Fig. 1: M2 wires
Cells faint in the background.
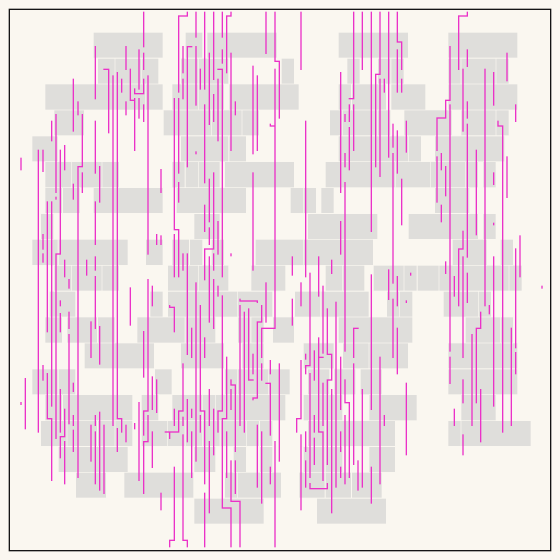
Fig. 2: the metal 3 layer
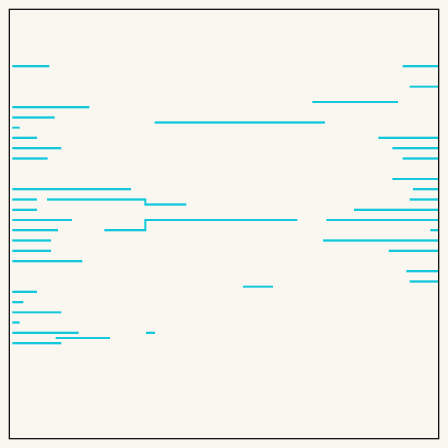
Design alu_scheduler_flat, sky130hd; sources not shown.
==> Implementation_results.wiki <==
=== Physical design figures ===
{| class="wikitable"
! Metric !! Value
|-
| Total number of multi-input combinational cells || 114
|-
| Storage element area || 601 um^2
|-
| Post-synthesis instance area || 1450 um^2
|-
| Logic gate fraction of the total cell area || 49.2%
|-
| Drt first pass iters || 4
|-
| First-pass GRT wire length || 5640 um
|-
| # Cells Yosys || 161
|-
| AO/OA Area Share || 21.4%
|-
| Min setup slack post-route || 1.96 ns
|-
| Required time worst endpoint || 3.54 ns
|-
| Crit path buffers/inverters || 2
|-
| GRT Overall Usage || 22.8%
|-
| Largest net degree at the start of global routing || 11
|-
| Depth of the critical timing path with buffers and inverters included || 4
|-
| Flop count || 30
|-
| Post-place setup slack || 2.26 ns
|-
| Horiz. Die Dim || 56.7 um
|-
| Area share of xor/xnor cells in the synthesized design || 0%
|-
| Remaining global-route overflow || 0
|-
| Post-cts sizing count || 0
|-
| Final hold violations || 0
|-
| Tot Pwr || 798 uW
|-
| Crit. End Element || output pin
|-
| Final std cells w/o fill || 200
|-
| CTS Hold Buffers Added || 0
|-
| Top Usage Layer GRT || met2
|-
| Highest metal layer with signal wires || met4
|-
| Placed wire-length estimate after detailed placement || 2480 um
|-
| Via-per-instance ratio || 6.23
|-
| Mean instance size in the synthesized netlist || 8.98 um^2
|-
| Number of H-tree levels || 2
|-
| Startpoint type of the worst setup path || register
|-
| Area of the multi-input gates || 778 um^2
|-
| Result of the run || complete, no violations
|-
| Largest incremental delay on the critical path || 0.43 ns
|-
| Post-detailed-route DRC marker count || 0
|-
| Port Buffer Count || 0
|-
| Mux frac, synth || 8.30%
|-
| Worst endpoint data arrival time || 1.58 ns
|-
| Standard cell with the maximum stage delay on the critical path || or3b_1
|-
| Max Freq || 467 MHz
|-
| Well tap count || 31
|-
| Clock buffer count || 6
|-
| Nets in the synthesized netlist || 194
|}
Notes on Fig. 1 above:
nets with wire on the layer: 179
share of all routed wire: 52%
WL final: 3320 um
number of vias in the routed layout: 1245
met2 GRT Util: 40.2%

Notes on Fig. 2 above:
nets with wire on the layer: 41
share of all routed wire: 8.9%
wire length on this layer: 296 um
met3 routing resource usage after global routing: 10.8%

[where the power goes]
part	switching, uW	leakage [uW]	internal [uW]
sequential	40.8	0.000246	328
clock	114	0.0000472	135
combinational	109	0.000293	73.2
[cells in the final DEF, fill, tap and decap left out, drive strengths merged, types with 2 or more instances in the layout]
master	count
nand2b	3
buf	2
nand2	19
nor4	2
clkbuf	15
a21oi	13
and2	2
or3b	3
mux2i	12
nor3b	2
a31oi	2
dfxtp	30
inv	6
nor2b	3
a311oi	10
o211ai	3
nand3b	12
nor2	7
o21ai	10
[logic make-up after synthesis]
kind of cell | after synthesis
and+or+nand+nor | 55
AOI/OAI and AO/OA | 46
DFF | 30
buffers and inverters | 17
muxes | 12
adders and majority gates | 1
Power and IR drop assume default switching activity.
